Where the registers sit:
Scale bar: 20 um. Other sequential cells in the stronger gray, the rest of the logic in the fainter gray.
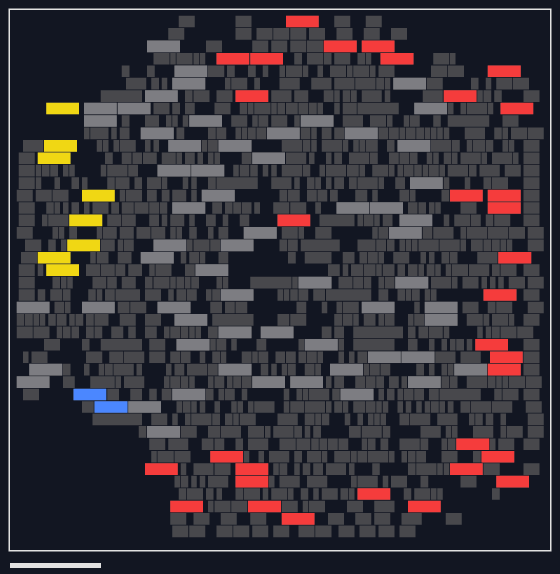
Clock nets:
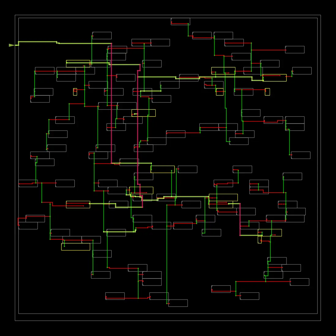
Layout detail:
Window x 10 to 50, y 69 to 109 um. Cells in gray, sequential cells in the stronger gray; small squares are vias.
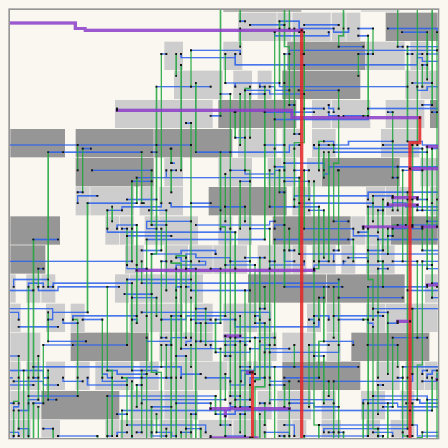
Design fp_minmax_reducer_flat, sky130hd; sources not shown.
==> run summary <==
status: finished clean
DRT iter0 DRCs: 695
placed cells: 1143
yosys synthesis chip area: 0.006740 sq mm
peak supply drop: 438.3 uV
worst rel slew slack: 38.54%
Post-Place Cell Area: 0.008058 sq mm
Dominant flop cell: dfxtp_1
vias post-DR: 6803
most frequent cell after synthesis: nand2_1
yosys cell count: 892
Post-Syn Nets: 1005
CP most frequent cell: o21ai_0
Pwr Density: 407.7 mW/mm^2
clk_lat worst skew: 0.36 ns
Syn Inst Count: 892
global route total overflow: 0
top cells by area: dfxtp_1, ha_1, nand2_1
Design Area, Final: 0.008363 sq mm
Clock power frac: 21.1%
worst reg2reg path depth: 10
total die size: 0.01395 sq mm
Die X: 118.1 um
Post-synth regs: 102
pins over their slew limit: 0
grt met3 use: 6.928%
Levels on crit path: 10
critical-path maximum fanout: 23
Crit path required time: 5.59 ns
hpwl dp: 12740 um
CP Launch Type: input pin
P_sw: 1.545 mW
sw frac: 45.32%
drt pass-1 iters: 7
Post-synth ARST share: 0%
setup_tns: 0 ns
most frequent logic cell in the layout: nand2_1
DR DRC count: 0
core area: 0.01319 sq mm
Netlist Area Pre-Place: 0.006740 sq mm
final setup violation count: 0
clock skew after layout: 0.008810 ns
Hold/Removal Path Class: reg -> reg
routability cong.: 0.8491
Met3 Routed Length: 1224 um
area share of the largest cell type after synthesis: 30.30%
LEAKAGE: 2.986 nW
fin crit share: 64.70%
Post-CTS Setup Bufs: 0
final hold viol count: 0
M1 GR Usage: 32.70%
final antenna-violating net count: 0
CTS Hold Bufs: 0
Ports: 129
Worst Tran Pin Value: 0.9220 ns
die y size: 118.1 um
final wirelength: 18730 um
post-synthesis area per instance: 7.556 sq um
top cells by count, synth: nand2_1, dfxtp_1, inv_1
gr usage total: 26.91%
layout cells sized above 1: 4.175%
initial antenna violation count: 0
cells along the critical path: clkdlybuf4s50_1, ha_1, a21oi_1, o21ai_0, a221oi_1, nand2_1, o32ai_4, buf_4, o21ai_0, a31oi_1
Post-synth seq share: 30.30%
CP arrival: 3.72 ns
Final min period: 3.429 ns
Reg power frac: 28.6%
leading power group: combinational cells
combinational power share: 50.2%
CTS root buf: clkbuf_16
CP max stage delay: 0.65 ns
Crit-path slowest cell: o32ai_4
nets: 1091
CTS Buffer Depth: 2
largest area contributor in the netlist: dfxtp_1
top routing layer in use: met4
## Picture notes: 'where the registers sit'
Yellow shows u_core.count_q, placed flops 8. Blue shows u_core.state_q, placed flops 2. Red shows u_core.bus.MIN_VALUE, placed flops 32.
final core utilization: 63.40%
sequential power: 0.975 mW
register area: 0.002042 sq mm
Seq area share: 24.42%

## Picture notes: 'clock nets'
Sink Count: 102
Power Clock: 0.721 mW
num sequential: 102
Num CTS Buffers: 9

## Picture notes: 'layout detail'
Purple shows M3. Blue shows M1. Green shows M2. Red shows M4.
130 logic cells have their middle in the window. Sequential cells in the window: 19. Most frequent: nand2_1 (26), dfxtp_1 (19), nor2_1 (13).

-- cells by family (layout without fill, tap and decap cells) --
kind of cell	Yosys count	count (layout)	share of synthesized area [%]
AND-OR/OR-AND	170	170	15.44
XOR/XNOR	15	15	1.949
adder cells (fa/ha/maj)	68	68	12.62
buffers and inverters	138	228	8.372
flip-flops	102	102	30.30
multiplexers	43	43	6.404
AND/OR/NAND/NOR	356	356	24.91
-- layout make-up --
cell class | count | area (sq um) | share of cell area, %
multi-input combinational | 652 | 4159 | 49.73
clock buffer | 11 | 232.7 | 2.783
tap | 176 | 220.2 | 2.633
sequential | 102 | 2042 | 24.42
inverter | 74 | 277.8 | 3.321
timing repair buffer | 139 | 1359 | 16.25
clock inverter | 4 | 72.57 | 0.8677
Power is estimated from default activity; no workload was simulated.
